run_1/met2.png
Scale: 3 px per um. Cells faint in the background.
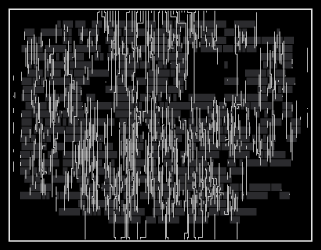
run_1/met3.png
Scale: 3 px per um.
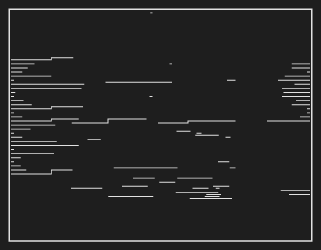
run_1/final_congestion.png
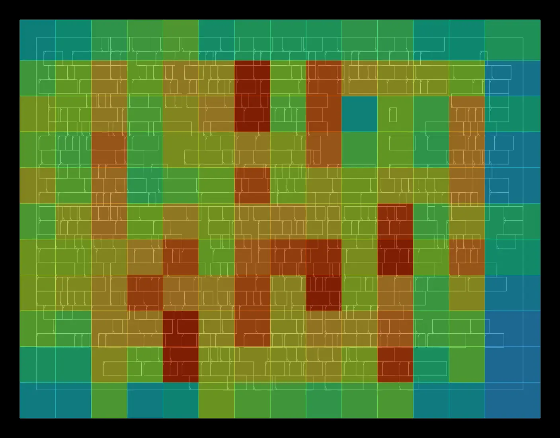
$ cat config.mk
export PLATFORM = sky130hd
export DESIGN_NAME = prog_loader
export DESIGN_NICKNAME = d
export VERILOG_FILES = /design/src/rtl/prog_loader.sv
export SDC_FILE = /design/constraint.sdc
export NUM_CORES = 1
export LEC_CHECK = 0
export ABC_AREA = 0
export CAP_MARGIN = 10
export CORE_ASPECT_RATIO = 0.75
export CORE_MARGIN = 3
export CORE_UTILIZATION = 47
export DETAILED_ROUTE_END_ITERATION = 8
export PLACE_DENSITY = 0.91
export SLEW_MARGIN = 40
export SYNTH_ARGS = -nofsm -noshare
export SYNTH_HDL_FRONTEND = slang
export SYNTH_SLANG_ARGS = --single-unit
$ cat constraint.sdc
create_clock -name clk -period 2.4 [get_ports clk]
set_clock_uncertainty 0.15 [all_clocks]
set_input_delay 0.24 -clock clk [delete_from_list [all_inputs] [get_ports clk]]
set_output_delay 0.24 -clock clk [all_outputs]
set_load 0.03 [all_outputs]
$ cat src/rtl/prog_loader.sv
// prog_loader: program-load initiator for the core instruction cache.
// It accepts a 32-bit word stream over a valid/ready handshake and writes the
// words to consecutive i-cache addresses starting at 0. After a programmable
// idle delay it raises start and holds it, so the core runs from pc=0.
//
// Optional feature macro: PROG_LOADER_PAD_NOP_EN
//   defined   : every address past the program is filled with NOP_WORD
//               before start rises.
//   undefined : LOAD goes straight to WAIT, and addresses past the program
//               keep their old contents.
//
// Ports
//   clk, rst        clock and synchronous active-high reset
//   load_req        1-cycle pulse that begins a new load (from IDLE or RUN)
//   s_valid/s_ready stream handshake; a transfer is valid & ready
//   s_data, s_last  stream word and end-of-program marker
//   i_instruction   i-cache write data
//   i_addr, i_wea   i-cache write address and write-enable pulse
//   start           core run enable (level)
//   busy            high during LOAD/PAD/WAIT
//   word_count      stream words written in the last or current load
//   err_overflow    sticky: the stream exceeded DEPTH words
module prog_loader #(
   parameter int unsigned ADDR_W      = 10,
   parameter int unsigned DEPTH       = 1024,
   parameter int unsigned START_DELAY = 2
`ifdef PROG_LOADER_PAD_NOP_EN
   ,
   parameter logic [31:0] NOP_WORD    = 32'h0000_0013
`endif
) (
   input  logic              clk,
   input  logic              rst,
   input  logic              load_req,
   input  logic              s_valid,
   output logic              s_ready,
   input  logic [31:0]       s_data,
   input  logic              s_last,
   output logic [31:0]       i_instruction,
   output logic [ADDR_W-1:0] i_addr,
   output logic              i_wea,
   output logic              start,
   output logic              busy,
   output logic [ADDR_W:0]   word_count,
   output logic              err_overflow
);

   localparam int unsigned WP_W  = ADDR_W + 1;
   localparam int unsigned DLY_W = 4;
   localparam logic [WP_W-1:0]  LAST_WP = WP_W'(DEPTH - 1);
   localparam logic [WP_W-1:0]  FULL_WP = WP_W'(DEPTH);
   localparam logic [DLY_W-1:0] DLY_END = DLY_W'(START_DELAY);

   typedef enum logic [2:0] {
      S_IDLE,
      S_LOAD,
      S_PAD,
      S_WAIT,
      S_RUN
   } state_t;

   state_t            state, state_n;
   logic [WP_W-1:0]   wp, wp_n;
   logic [DLY_W-1:0]  dly, dly_n;
   logic [WP_W-1:0]   wc_n;
   logic              err_n;
   logic              wea_n;
   logic [ADDR_W-1:0] addr_n;
   logic [31:0]       instr_n;
   logic              xfer;

   // State and registered outputs
   always_ff @(posedge clk) begin
      if (rst) begin
         state         <= S_IDLE;
         wp            <= '0;
         dly           <= '0;
         word_count    <= '0;
         err_overflow  <= 1'b0;
         i_wea         <= 1'b0;
         i_addr        <= '0;
         i_instruction <= '0;
         s_ready       <= 1'b0;
         start         <= 1'b0;
         busy          <= 1'b0;
      end else begin
         state         <= state_n;
         wp            <= wp_n;
         dly           <= dly_n;
         word_count    <= wc_n;
         err_overflow  <= err_n;
         i_wea         <= wea_n;
         i_addr        <= addr_n;
         i_instruction <= instr_n;
         s_ready       <= (state_n == S_LOAD);
         start         <= (state_n == S_RUN);
         busy          <= (state_n == S_LOAD) || (state_n == S_PAD) || (state_n == S_WAIT);
      end
   end

   // Next state and next register values
   always_comb begin
      state_n = state;
      wp_n    = wp;
      dly_n   = dly;
      wc_n    = word_count;
      err_n   = err_overflow;
      wea_n   = 1'b0;
      addr_n  = i_addr;
      instr_n = i_instruction;
      xfer    = s_valid && s_ready;

      case (state)
         S_IDLE, S_RUN: begin
            if (load_req) begin
               state_n = S_LOAD;
               wp_n    = '0;
               wc_n    = '0;
               err_n   = 1'b0;
            end
         end
         S_LOAD: begin
            if (xfer) begin
               wea_n   = 1'b1;
               addr_n  = wp[ADDR_W-1:0];
               instr_n = s_data;
               wp_n    = wp + 1'b1;
               if (word_count != FULL_WP) begin
                  wc_n = word_count + 1'b1;
               end
               // The final address ends the load even without s_last
               if (s_last || (wp == LAST_WP)) begin
                  if (!s_last) begin
                     err_n = 1'b1;
                  end
                  dly_n = '0;
`ifdef PROG_LOADER_PAD_NOP_EN
                  state_n = (wp == LAST_WP) ? S_WAIT : S_PAD;
`else
                  state_n = S_WAIT;
`endif
               end
            end
         end
`ifdef PROG_LOADER_PAD_NOP_EN
         S_PAD: begin
            wea_n   = 1'b1;
            addr_n  = wp[ADDR_W-1:0];
            instr_n = NOP_WORD;
            wp_n    = wp + 1'b1;
            if (wp == LAST_WP) begin
               dly_n   = '0;
               state_n = S_WAIT;
            end
         end
`endif
         S_WAIT: begin
            // First WAIT cycle carries the trailing write; count idle cycles after it
            if (dly == DLY_END) begin
               state_n = S_RUN;
            end else begin
               dly_n = dly + 1'b1;
            end
         end
         default: state_n = S_IDLE;
      endcase
   end

endmodule
==> results_slide.txt, run 1 <==
Physical Implementation Snapshot

Synthesis
  • Post-Synthesis Cells: 373
  • Syn avg cell area: 8.42 um^2
  • Post-synth regs: 76
  • Synth unique cells: 53
  • Post-synth ARST share: 0
  • Mapped Nets: 415
  • Yosys-reported design area after synthesis: 3140 um^2
  • Seq share, synth: 0.485
  • Mapped Area: 3140 um^2
  • Ys flop type: dfxtp_1
  • Syn. warnings: 0
  • Post-synth EDFFs: 0
  • Yosys cell count: 373

Cells and area
  • Layout cells sized above 1: 0.0641
  • ANT cells: 0
  • Comb gates: 268
  • Dominant logic cell type in the layout: nand2_1
  • P&R area growth vs syn: 37.1%
  • Fillers: 529
  • Non-clock buffering overhead: 0.228
  • Register fraction of the total cell area: 0.353
  • Nets@finish: 505
  • Most frequent logic cells in the routed design: nand2_1, clkdlybuf4s50_1, dfxtp_1
  • Comb area: 1480 um^2
  • ClkCell Share: 0.0448
  • Final std cells w/o fill: 549
  • Seq_cells: 76
  • Storage cell area: 1520 um^2
  • Non-clk invs: 8
  • Top cell category: registers
  • Fraction of area in multi-input gates: 0.343
  • Post-route cell area: 4300 um^2
  • CLK BUF: 10
  • Count of plain and timing-repair buffers: 100

Placement
  • Placed insts: 533
  • Placed Area: 4110 um^2
  • Port buffer count: 94
  • DP Worst Slack: 0.213 ns
  • Routability cong.: 0.811
  • Dpl hpwl: 5.64 mm

CTS
  • Post-CTS Resized: 0
  • CTS Buffer Depth: 2
  • H-tree lvl count: 3
  • Post-CTS Hold Buffers: 0
  • CTS root buf: clkbuf_8
  • Clk sink count: 76
  • Setup Fix Bufs, Post-CTS: 0
  • TritonCTS clock tree: yes
  • Clock latency on the worst-skew pair: 0.34 ns
  • Inserted Clock Buffers: 9
  • Clock Pin Slew Worst Setup and Hold Paths: 0.07 ns

Detailed routing
  • WL per Instance: 14.2 um
  • Drt drc: 0
  • Initial DRC Count: 156
  • DR WL met2: 3.72 mm
  • Routed wl met3: 605 um
  • Antenna viol nets, final: 0
  • Highest Signal Layer: met4
  • First-pass DRT Iterations: 4
  • M1 WL: 3.33 mm
  • Vias/cell: 5.30

Worst setup path
  • R2R Path Start: state[0]
  • FF-to-FF path depth: 4
  • CP Class: flop to flop
  • RR Endpoint: word_count[1]
  • Startpoint types: flop
  • Cell count along the critical path: 4
  • Worst reg2reg setup slack: 0.42 ns
  • Cell family contributing the most delay on the critical path: simple AND/OR/NAND/NOR gates
  • Worst setup EP type: flop
  • WP buf/inv: 0
  • Crit path DAT: 2.12 ns
  • Worst EP required: 2.54 ns
  • Crit path from: state[0]
  • Critical path's slowest cell: dfxtp_1
  • Max FO, Critical Path: 10
  • Crit path capture: word_count[1]
  • Slowest stage delay, CP: 0.51 ns
  • Critical path cell sequence: nor3b_1 > nand4_1 > a211o_1 > nand2_1

Final timing
  • Fmax: 504 MHz
  • Final worst slack: 0.417 ns
  • Sum Neg Setup Slack: 0 ns
  • Unrepaired setup endpoints after global routing: no
  • Final Max Tran Viols: 0
  • Final Hold Viols: 0
  • Final min period: 1.98 ns
  • Final hold slack: 0.150 ns
  • Final period utilization: 0.826
  • Worst slew pin tran: 0.707 ns
  • Slew margin rel.: 0.524
  • Final Setup Violations: 0

Power
  • Worst IR Drop VDD: 0.352 mV
  • Pwr Total: 2.54 mW
  • Leak: 1.48 nW
  • Pwr dens: 591 nW/um^2

Global route
  • Global Route Usage Sum: 0.203
  • Initial antenna violation count: 0
  • Number of global-route vias before repair: 2803
  • First-pass GRT wire length: 12.7 mm
  • Total grt overflow: 0
  • GRT Max-Usage Layer: met2
  • Largest net degree at the start of global routing: 44

Min path
  • Type of the tightest min-delay check: input port to flop

Floorplan
  • # Taps: 81
  • I/O pin total: 95
  • Chip area: 7710 um^2
  • Core Rows: 25
  • Die Wd: 100 um
  • Die Y-Extent: 76.8 um
  • Floorplan core area: 6380 um^2
  • Initial Utilization: 0.492

Flow run
  • Max-cap violations: 0
  • Log Warnings: 28

Status
  • Status: finished clean
-- met2.png (at the start) --
- nets with wire on the layer: 422
- wire length on this layer: 3720 um
- main direction: vertical
- longest straight run: 29.6 um
GR Util met2: 0.335
vias: 2912
final WL: 7.77 mm

-- met3.png (at the start) --
- share of all routed wire: 7.8%
- wire length on this layer: 606 um
- nets with wire on the layer: 65
M3 GR Usage: 0.0936

-- final_congestion.png (at the start) --
fin util: 0.675
GR met1 Demand/Resource: 0.239

run 1: Yosys cell counts (2+ instances only):
cell,instances,area [um^2]
xor2_1,3,26.3
a21oi_1,57,285
inv_1,8,30.0
a211o_1,3,26.3
or2_2,2,12.5
nor4_1,4,25.0
nand3_1,9,45.0
or4_1,3,22.5
buf_6,2,22.5
nor3b_1,2,15.0
clkbuf_1,13,48.8
buf_4,4,30.0
nand2_1,95,357
ha_1,5,62.6
o31ai_1,2,15.0
nand4b_1,3,26.3
dfxtp_1,76,1520
o21ai_0,6,30.0
nor2_1,20,75.1
a211oi_1,5,37.5
and3b_1,2,17.5
o211ai_1,2,15.0
nand4_1,6,37.5
xnor2_1,8,70.1
nor3_1,2,10.0
nand2b_1,2,12.5
or3_1,3,18.8
run 1: report_power, final:
group          switching, mW  internal, mW  total [mW]
clock network          0.458         0.480       0.938
registers             0.0225          1.29        1.31
logic                  0.162         0.134       0.296
run 1: worst min path at each step:
stage,slack (ns),end,start,cells past startpoint
6_report,0.15,state[0],rst,2
5_1_grt,0.15,state[0],rst,2
4_1_cts,0.13,state[0],rst,2
3_5_place_dp,0.30,i_instruction[30],i_instruction[30],2
3_3_place_gp,0.29,i_instruction[18],i_instruction[18],2
2_1_floorplan,0.23,i_instruction[0],s_data[0],2
run 1: cell families (layout without fill, tap and decap cells):
group                      Yosys count  count (layout)  synth area share
AOI/OAI and AO/OA                   83              83             0.155
DFF                                 76              76             0.485
adders and majority gates            5               5            0.0199
buffers and inverters               29             124            0.0446
xor gates and xnor gates            11              11            0.0307
and+or+nand+nor                    168             168             0.262
muxes                                1               1           0.00319
run 1: registers in the layout, indices dropped and copies added (netlist names):
register and flops:
i_instruction 32, word_count 11, wp 11, i_addr 10, dly 4, state 3
busy 1, err_overflow 1, i_wea 1, s_ready 1, start 1
==> run 1 -> run 2 <==
==> constraint.sdc (replaced) <==
create_clock -name clk -period 1.9 [get_ports clk]
set_clock_uncertainty 0.15 [all_clocks]
set_input_delay 0.19 -clock clk [delete_from_list [all_inputs] [get_ports clk]]
set_output_delay 0.19 -clock clk [all_outputs]
set_load 0.03 [all_outputs]
==> run 2 against run 1 <==
Net effect:
- synthesized cell count is the same
- largest cell class unchanged
- non-clock buffer count grew 19
- final cell count up 3.3%
- critical endpoint is now word_count[8]
- highest routed layer unchanged
==> results_slide.txt, run 2 <==
Physical Implementation Snapshot

Status
  • Status: finished clean

Final timing
  • Slew margin rel.: 0.639
  • Worst slew pin tran: 0.535 ns
  • Unrepaired setup endpoints after global routing: no
  • Final min period: 1.84 ns
  • Final Setup Violations: 0
  • Final Hold Viols: 0
  • Final worst slack: 0.0562 ns
  • Fmax: 542 MHz
  • Final period utilization: 0.970
  • Final Max Tran Viols: 0

Synthesis
  • Mapped Area: 3140 um^2
  • Area leader, netlist: dfxtp_1
  • Yosys cell count: 373
  • Post-Synthesis Cells: 373
  • Post-synth regs: 76
  • Dominant cell area share: 0.485
  • Post-synth EDFFs: 0
  • Synth unique cells: 53
  • Mapped Nets: 415
  • Synth top cells by count: nand2_1, dfxtp_1, a21oi_1
  • Ys flop type: dfxtp_1
  • Syn. warnings: 0
  • Seq share, synth: 0.485
  • Post-synth ARST share: 0
  • Dominant cell by count in the synthesized netlist: nand2_1
  • Syn avg cell area: 8.42 um^2
  • Top cells, area: dfxtp_1, nand2_1, a21oi_1
  • Yosys-reported design area after synthesis: 3140 um^2

Global route
  • Global Route Usage Sum: 0.218
  • Number of global-route vias before repair: 2904
  • Initial antenna violation count: 0
  • First-pass GRT wire length: 13.7 mm
  • Total grt overflow: 0
  • GRT Max-Usage Layer: met2
  • Largest net degree at the start of global routing: 51

Power
  • Leak: 1.65 nW
  • Clk pwr share: 0.397
  • Comb pwr share: 0.120
  • Flop pwr share: 0.482
  • Worst IR Drop VDD: 0.689 mV
  • Flop+latch power: 1.65 mW
  • Clk. pwr: 1.36 mW
  • P_sw: 0.808 mW
  • Pwr dens: 757 nW/um^2
  • Pwr top: registers
  • Int Pwr: 2.62 mW
  • Switching share of total power: 0.235
  • Comb pwr: 0.413 mW

CTS
  • Inserted Clock Buffers: 9
  • CTS Buffer Depth: 2
  • Clk sink count: 76
  • TritonCTS clock tree: yes
  • Post-CTS Hold Buffers: 0
  • CTS root buf: clkbuf_8
  • Clock latency on the worst-skew pair: 0.34 ns
  • Clock Pin Slew Worst Setup and Hold Paths: 0.08 ns
  • H-tree lvl count: 3

Floorplan
  • Chip area: 7710 um^2
  • I/O pin total: 95
  • Initial Utilization: 0.492
  • Floorplan core area: 6380 um^2
  • Core Rows: 25
  • Die Wd: 100 um
  • Die Y-Extent: 76.8 um

Placement
  • DP Worst Slack: -0.174 ns
  • Placed Area: 4270 um^2
  • Dpl hpwl: 5.80 mm
  • Routability cong.: 0.879
  • Port buffer count: 94

Detailed routing
  • DR WL met2: 4.05 mm
  • Routed wl met3: 638 um
  • Drt drc: 0
  • Antenna viol nets, final: 0
  • Initial DRC Count: 183
  • First-pass DRT Iterations: 4
  • M1 WL: 3.54 mm
  • Vias/cell: 5.38
  • Highest Signal Layer: met4

Cells and area
  • Post-route cell area: 4530 um^2
  • Largest register FFs: 32
  • ANT cells: 0
  • P&R area growth vs syn: 44.3%
  • Dominant logic cell type in the layout: nand2_1
  • Nets@finish: 524
  • Largest register by flop count: i_instruction
  • Layout cells sized above 1: 0.115
  • Top Registers: i_instruction: 32 flops, word_count: 11 flops, wp: 11 flops
  • Most frequent logic cells in the routed design: nand2_1, clkdlybuf4s50_1, dfxtp_1

Worst setup path
  • Critical path cell sequence: clkdlybuf4s50_1
  • CP Class: flop to output pin
  • Critical path's slowest cell: clkdlybuf4s50_1
  • Slowest stage delay, CP: 0.71 ns
  • Cell family contributing the most delay on the critical path: buffers and inverters
  • WP buf/inv: 1
  • Max FO, Critical Path: 6
  • Worst EP required: 1.56 ns
  • Startpoint types: flop
  • Worst setup EP type: output pin
  • Crit path DAT: 1.50 ns

Flow run
  • Log Warnings: 28
  • Max-cap violations: 0

Min path
  • Type of the tightest min-delay check: input port to flop
[run 2: cell counts after synthesis]
Identical to the previous run, type by type.
[run 2: stage by stage]
step           TNS [ns]   util  power (mW)  cells  hold WS, ns
6_report              0  0.710        3.43    567       0.0591
5_1_grt               0  0.710        3.57    567       0.0797
4_1_cts               0  0.704        3.45    566       0.0497
3_5_place_dp      -1.02  0.669        2.10    551        0.298
3_3_place_gp     -0.373  0.669        2.09    551        0.291
2_1_floorplan         0      -        1.90    373        0.176
[run 2: cells by family (layout without fill, tap and decap cells)]
group                    after synthesis  in the layout  synth area share
flip-flops                            76             76             0.485
multiplexers                           1              1           0.00319
AND-OR/OR-AND                         83             83             0.155
XOR/XNOR                              11             11            0.0307
adder cells (fa/ha/maj)                5              5            0.0199
AND/OR/NAND/NOR                      168            168             0.262
buffers and inverters                 29            142            0.0446
[run 2: what timing repair did]
action | 4_1_cts | 5_1_grt
buffers inserted | 0 | 1
resized | 3 | 10
endpoints found under the setup margin | 3 | 61
[run 2: final cells by class]
| cell class | instances | area (um^2) |
|---|---|---|
| flip-flops and latches | 76 | 1520 |
| well taps | 81 | 101 |
| clock inverters | 4 | 72.6 |
| repair buffers | 119 | 1150 |
| fillers | 486 | 1850 |
| multi-input cells | 268 | 1500 |
| clock buffers | 11 | 151 |
| inverters | 8 | 30.0 |
[run 2: worst paths after layout]
path | startpoint | cells past startpoint | slack (ns) | end
worst max register to register | dly[0] | 5 | 0.07 | state[1]
worst max-delay path | word_count[8] | 1 | 0.06 | word_count[8]
worst min register to register | i_addr[2] | 2 | 0.30 | i_addr[2]
worst min-delay path | rst | 3 | 0.06 | word_count[0]
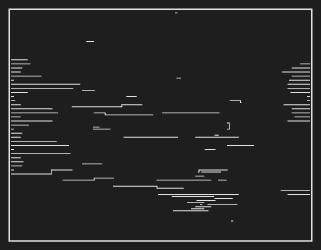
run_2/met3.png
Scale: 3 px per um.
- nets with wire on the layer: 71
- share of all routed wire: 7.6%
- longest straight run: 26.7 um
- wire length on this layer: 638 um
- main direction: horizontal
M3 GR Usage: 0.0736
vias: 3048
final WL: 8.34 mm

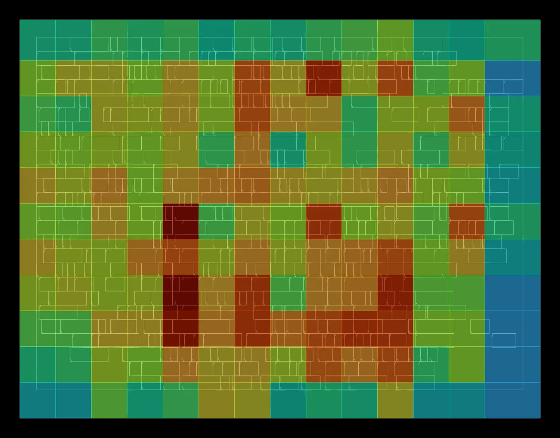
run_2/final_congestion.png
GR met1 Demand/Resource: 0.273
WL per Instance: 14.7 um
GR Util met2: 0.357

No activity file was given, so power comes from the tool's default toggle rates.
